==> config.mk <==
export PLATFORM = sky130hd
export DESIGN_NAME = sr_flag_arbiter
export DESIGN_NICKNAME = d
export VERILOG_FILES = /design/src/rtl/sr_flag_arbiter.sv
export SDC_FILE = /design/constraint.sdc
export NUM_CORES = 1
export LEC_CHECK = 0
export CORE_MARGIN = 5
export CORE_UTILIZATION = 30
export CTS_CLUSTER_DIAMETER = 120
export DETAILED_ROUTE_END_ITERATION = 7
export SYNTH_ARGS = -nofsm -noshare
export SYNTH_HDL_FRONTEND = slang
export SYNTH_SLANG_ARGS = --single-unit
==> constraint.sdc <==
create_clock -name clk -period 2.43 [get_ports clk]
set_clock_uncertainty 0.1 [all_clocks]
set_input_delay 0.243 -clock clk [delete_from_list [all_inputs] [get_ports clk]]
set_output_delay 0.243 -clock clk [all_outputs]
set_load 0.03 [all_outputs]
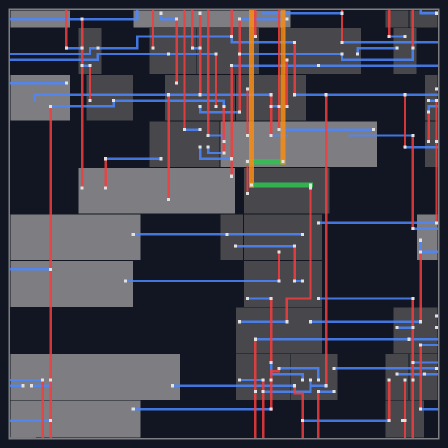
Figure 1: run 1, layout detail.
Region (25, 25) to (50, 50) um. Cells in gray, sequential cells in the stronger gray; small squares are vias.
legend:
  red:
    layer: metal 2
  green:
    layer: metal 3
  blue:
    layer: metal 1
  orange:
    layer: metal 4
cells with their middle in the window: 27
most frequent: edfxtp_1 (4), mux2_2 (3), ha_1 (3)
sequential cells in the window: 6

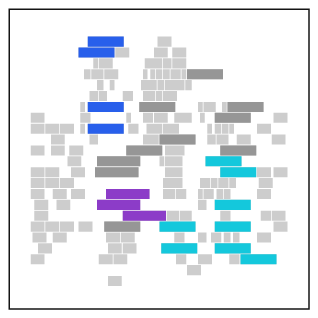
Figure 2: run 1, sequential cells colored by netlist name.
Drawn at 4 px/um.
legend:
  cyan:
    netlist_name: flags
    flops: 8
  blue:
    netlist_name: gnt
    flops: 4
  purple:
    netlist_name: lat_idx
    flops: 3
not colored: 10
Seq/total area: 36.6%
final core occ: 44.2%

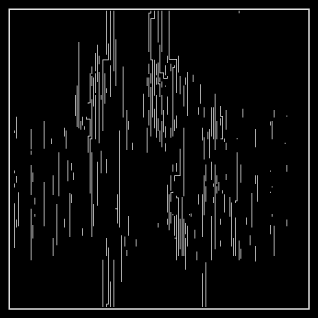
Figure 3: run 1, M2 wires.
Drawn at 4 px/um.
main direction: vertical
longest straight run: 24.1 um
share of all routed wire: 47%
wire length on this layer: 1240 um
nets with wire on the layer: 152
Vias: 988
GR Layer Usage met2: 17.4%
WL final: 2640 um

==> run_results.csv, run 1 <==
group,metric,value,unit
finish,final_cell_mix,"42 x clkdlybuf4s50_1, 20 x dfrtp_1, 16 x mux2i_1, 8 x o21ai_0, 8 x o31ai_1",
finish,final_cells,203,
cts,clk_pin_slew,90,ps
place,place_area,1730,um^2
cts,cts_resized,0,
drt,firstDrtPassIters,4,
drt,ant_nets,0,
pwr,pg_seq,0.000730,W
pwr,cellInternalPower,0.00115,W
logic_synthesis,ys_cells,108,
setup_path,crit_path_max_incr_delay,770,ps
floorplan,boundaryPins,43,
setup_path,cp_num_cells,1,
setup_path,r2r_setup_slack,570,ps
floorplan,core-area,4030,um^2
logic_synthesis,netlist_area,1250,um^2
cts,postCtsSetupRepairBufs,0,
floorplan,die_area,5560,um^2
setup_path,cp_max_fo,13,
outcome,status,"finished, final reports clean",
pwr,swShare,39.4,%
hold_path,hp-class,"in2async",
logic_synthesis,synth-edff-count,5,
logic_synthesis,synth-adder-area-share,3.00,%
setup_path,critPathSlowestCell,"clkdlybuf4s50_1",
floorplan,die_y,74.6,um
logic_synthesis,synthArstFlopShare,80.0,%
cts,clk_latency,270,ps
place,port-buffer-count,42,
final_timing,worstMarginPinSlew,458,ps
place,place.gp.congestion,0.715,
pwr,pwr-share-seq,38.6,%
logic_synthesis,syn_area_per_cell,11.6,um^2
pwr,combPwrFrac,48.5,%
grt,antenna_found_initial,0,
pwr,maxPowerGroup,"combinational logic",
cts,clock_tree.root_cell,"clkbuf_8",
logic_synthesis,yosys.area.top_type,"dfrtp_1",
logic_synthesis,simple_gate_share,7.81,%
finish,mostFrequentLayoutCell,"clkdlybuf4s50_1",
finish,drive_gt1_share,10.5,%
place,hpwlAfterDp,2090,um
setup_path,worst_r2r_path_depth,5,
logic_synthesis,ys_sh_mux,15.5,%
floorplan,rows,23,
grt,grt_pass1_vias,1006,
drt,drc_errors,0,
finish,synthToLayoutAreaGrowth,42.3,%
cts,htree_levels,1,
final_timing,fmax,0.495,GHz
logic_synthesis,yosys_warnings,0,
logic_synthesis,top_cell,"dfrtp_1",
grt,grt_pass1_wl,4370,um
drt,drt-vias-per-instance,4.87,
job,warning_count,27,
grt,grt_usage,10.2,%
logic_synthesis,synth_seq_share,52.1,%
grt,grt.overflow.total,0,
place,dp_cells,199,
logic_synthesis,netlist_top_cells_count,"20 x dfrtp_1, 16 x mux2i_1, 8 x o21ai_0, 8 x o31ai_1, 6 x nand2_1",
finish,postLayoutCellArea,1780,um^2
place,pre_cts_ws,263,ps
finish,n_antenna_cell,0,
final_timing,rsz0062_at_grt,"no",
final_timing,drv_slew,0,
logic_synthesis,synth.logic.top_family,"AND-OR/OR-AND gates",
final_timing,fin_ws,412,ps
logic_synthesis,synthTopCellsByArea,"dfrtp_1 40%, mux2i_1 13%, edfxtp_1 12%, o31ai_1 4.8%, o21ai_0 3.2%",
setup_path,critPathBufInv,1,
drt,wl_per_cell,13.0,um
pwr,clockPowerShare,12.9,%
pwr,ir_drop,0.000258,V
logic_synthesis,flop_cell,"dfrtp_1",
setup_path,critical_path_required,2090,ps
setup_path,start_kind,"flop",
logic_synthesis,xor_share,0,%
setup_path,cp.arrival,1680,ps
final_timing,fin_setup_tns,0,ps
pwr,pg_clk,0.000244,W
floorplan,core_util_floorplan,31.0,%
drt,drtIter0Drc,52,
cts,cts_buffers,3,
setup_path,endpoint_kind,"output pin",
final_timing,fin_crit_sh,83.1,%
logic_synthesis,top_area_share,40.0,%
setup_path,crit_family,"buffers and inverters",
pwr,p_sw,0.000744,W
cts,cts.path.max_buffers,2,
finish,largest_reg_flops,8,
pwr,finalPower,0.00189,W
final_timing,setup_viol,0,
logic_synthesis,fp_nets,138,
final_timing,slew_headroom,69.5,%
job,drv_cap,0,
final_timing,hold_slack,212,ps
final_timing,final_hold_viol_count,0,
finish,fin_nets,184,
logic_synthesis,synth-compound-area-share,17.7,%
logic_synthesis,ys_types,29,
logic_synthesis,synth_flops,25,
cts,cts_tree,"done",
final_timing,min_period,2020,ps
setup_path,crit_chain,"clkdlybuf4s50_1",
pwr,powerDensity,1060,nW/um^2
setup_path,crit_type,"reg2out",
floorplan,dieWidth,74.6,um
cts,cts_hold_buf,0,
grt,grt_max_degree,21,
logic_synthesis,yosys_area,1250,um^2
cts,cts_num_sinks,25,
==> run 1: final cells by class <==
type / instances / area (um^2)
Clock inverter: 1 / 5.00
Sequential cell: 25 / 651
Multi-Input combinational cell: 73 / 551
Tap cell: 50 / 62.6
Inverter: 5 / 18.8
Clock buffer: 3 / 41.3
Timing Repair Buffer: 46 / 450
Fill cell: 376 / 2250
==> run 1: metal layers <==
layer  track usage [%]  vias to the layer above  wire [um]
li1                  -                      490          -
met1              12.4                      460       1180
met2              17.4                       34       1240
met3              1.89                        4        175
met4              4.74                        0         48
met5                 0                        -          0
==> run 1: worst reg2reg max path, stage by stage (launching register included) <==
cell and delay (ps):
dfrtp_1 450, a21oi_1 170, o21ai_1 70, o2bb2a_2 500, mux2i_1 240, mux2i_1 90
Figure 4. Track usage over the die (run 1).
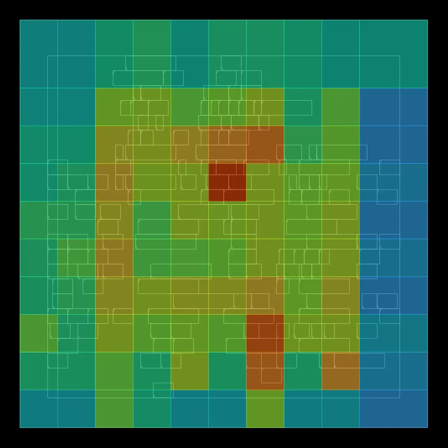

==> run 2, diff against run 1 <==
- clock period: 2.43 -> 1.65 ns (I/O delays scaled with it)
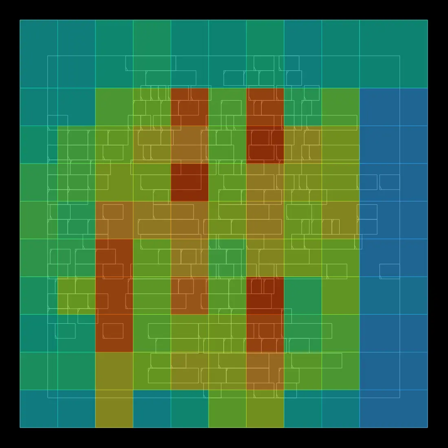
Figure 5: run 2, track usage over the die.
WL per Instance: 14.7 um
GR Util met3: 2.16%
GR Layer Usage met2: 20.7%
All-Layer GR Usage: 11.6%
final core occ: 50.4%

==> run 2 against run 1 <==
  * The flow now finishes with violations (negative setup slack)
  * Clock power rose by 53%
  * Sequential power rose by 48%
  * First-iteration DRC count rose by 33%
  * Global-route usage rose by 1.5 points
  * Worst setup slack got worse by 480 ps
  * Design area rose by 14%
  * Worst hold slack got worse by 100 ps
  * Register-to-register slack got worse by 640 ps
  * Non-clock buffer count rose by 15
  * Sequential share of layout area fell by 4.5 points
  * Sequential cell count did not move
  * Power rose by 71%
==> run_results.csv, run 2 <==
group,metric,value,unit
logic_synthesis,fp_nets,138,
pwr,finalPower,0.00323,W
drt,drt_wl_total,3210,um
drt,wl_met3,186,um
cts,cts_buffers,3,
logic_synthesis,ys_cells,108,
final_timing,hold_slack,111,ps
logic_synthesis,synth.logic.top_family,"AND-OR/OR-AND gates",
finish,synthToLayoutAreaGrowth,62.6,%
finish,fin_nets,200,
drt,drt-vias-per-instance,4.98,
cts,cts_num_sinks,25,
final_timing,drv_slew,0,
grt,grt_max_degree,21,
cts,cts_tree,"done",
logic_synthesis,synth-edff-count,5,
finish,postLayoutCellArea,2030,um^2
cts,clock_tree.root_cell,"clkbuf_8",
floorplan,core-area,4030,um^2
pwr,leakagePower,0.865,nW
setup_path,start_kind,"flop",
logic_synthesis,simple_gate_share,7.81,%
setup_path,cp.arrival,1770,ps
grt,grt_pass1_vias,1125,
final_timing,min_period,1720,ps
pwr,cellInternalPower,0.00192,W
drt,wl_met2,1610,um
floorplan,die_y,74.6,um
finish,drive_gt1_share,26.0,%
cts,clk_pin_slew,100,ps
grt,antenna_found_initial,0,
logic_synthesis,synth_seq_share,52.1,%
final_timing,fin_crit_sh,104,%
logic_synthesis,netlist_instances,108,
logic_synthesis,synth-compound-area-share,17.7,%
final_timing,final_hold_viol_count,0,
setup_path,cp_max_fo,7,
grt,grt_use_met1,13.0,%
grt,grt_pass1_wl,4990,um
logic_synthesis,synthArstFlopShare,80.0,%
setup_path,endpoint_kind,"flop",
outcome,violations,"negative setup slack",
pwr,maxPowerGroup,"combinational logic",
final_timing,fmax,0.582,GHz
job,warning_count,30,
drt,firstDrtPassIters,4,
cts,cts.path.max_buffers,2,
logic_synthesis,top_cell,"dfrtp_1",
pwr,p_sw,0.00131,W
floorplan,rows,23,
pwr,powerDensity,1590,nW/um^2
hold_path,hp-class,"in2async",
logic_synthesis,ys_sh_mux,15.5,%
logic_synthesis,yosys_warnings,0,
logic_synthesis,yosys_area,1250,um^2
floorplan,dieWidth,74.6,um
pwr,combPwrFrac,55.0,%
final_timing,fin_ws,-69.4,ps
pwr,swShare,40.5,%
drt,met1_length,1350,um
cts,cts_hold_buf,0,
final_timing,slew_headroom,72.1,%
cts,postCtsSetupRepairBufs,2,
setup_path,crit_type,"reg2reg",
outcome,status,"complete, but fails checks",
place,port-buffer-count,42,
drt,ant_nets,0,
drt,drtIter0Drc,69,
floorplan,core_util_floorplan,31.0,%
place,place.gp.congestion,0.748,
setup_path,critical_path_required,1700,ps
logic_synthesis,netlist_top_cells_count,"20 x dfrtp_1, 16 x mux2i_1, 8 x o21ai_0, 8 x o31ai_1, 6 x nand2_1",
pwr,pg_comb,0.00178,W
floorplan,boundaryPins,43,
logic_synthesis,synth-adder-area-share,3.00,%
cts,clk_latency,270,ps
place,dp_cells,210,
finish,final_cells,219,
pwr,ir_drop,0.000534,V
grt,top_usage_layer,"met2",
setup_path,r2r_setup_slack,-70,ps
logic_synthesis,ys_types,29,
pwr,pg_seq,0.00108,W
final_timing,worstMarginPinSlew,418,ps
place,hpwlAfterDp,2300,um
logic_synthesis,flop_cell,"dfrtp_1",
logic_synthesis,synth_flops,25,
cts,htree_levels,1,
finish,final_cell_mix,"39 x clkdlybuf4s50_1, 20 x dfrtp_1, 16 x mux2i_1, 15 x buf_4, 6 x nand2_1",
pwr,pg_clk,0.000373,W
pwr,clockPowerShare,11.5,%
logic_synthesis,yosys.area.top_type,"dfrtp_1",
finish,mostFrequentLayoutCell,"clkdlybuf4s50_1",
final_timing,rsz0062_at_grt,"yes",
cts,cts_resized,4,
drt,num_vias,1090,
grt,grt.overflow.total,0,
drt,drc_errors,0,
place,place_area,1820,um^2
logic_synthesis,netlist_area,1250,um^2
finish,largest_reg_flops,8,
floorplan,die_area,5560,um^2
setup_path,worst_r2r_path_depth,4,
logic_synthesis,synthTopCellsByArea,"dfrtp_1 40%, mux2i_1 13%, edfxtp_1 12%, o31ai_1 4.8%, o21ai_0 3.2%",
finish,n_antenna_cell,0,
logic_synthesis,xor_share,0,%
final_timing,setup_viol,4,
pwr,pwr-share-seq,33.4,%
job,drv_cap,0,
drt,maxUsedRoutingLayer,"met4",
logic_synthesis,syn_area_per_cell,11.6,um^2
logic_synthesis,top_area_share,40.0,%
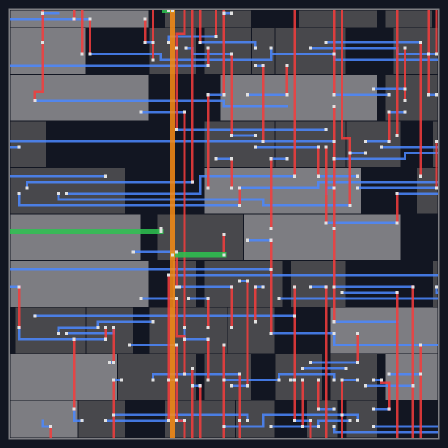
Figure 6: run 2, layout detail.
Region (25, 25) to (50, 50) um. Cells in gray, sequential cells in the stronger gray; small squares are vias.

run 2: cell counts after synthesis:
Identical to the previous run, type by type.
run 2: area by class of cell:
type	count	area [um^2]
clock inverters	1	7.51
inverters	5	18.8
flip-flops and latches	25	651
clock buffers	3	41.3
multi-input cells	74	666
well taps	50	62.6
repair buffers	61	586
fillers	358	2000
run 2: metrics by stage:
step | worst slack, ps | TNS (ps)
detailed placement | -413 | -3970
finish | -69.4 | -178
floorplan | -66.6 | -186
CTS | -56.1 | -164
global route | -131 | -849
global placement | -327 | -3000
run 2: worst max-delay path, cell delays in order (launching register included):
cell and delay [ps]:
edfxtp_1 410, ha_1 300, or3b_4 470, o21ai_2 230, o31ai_4 100
Power is estimated from default activity; no workload was simulated.
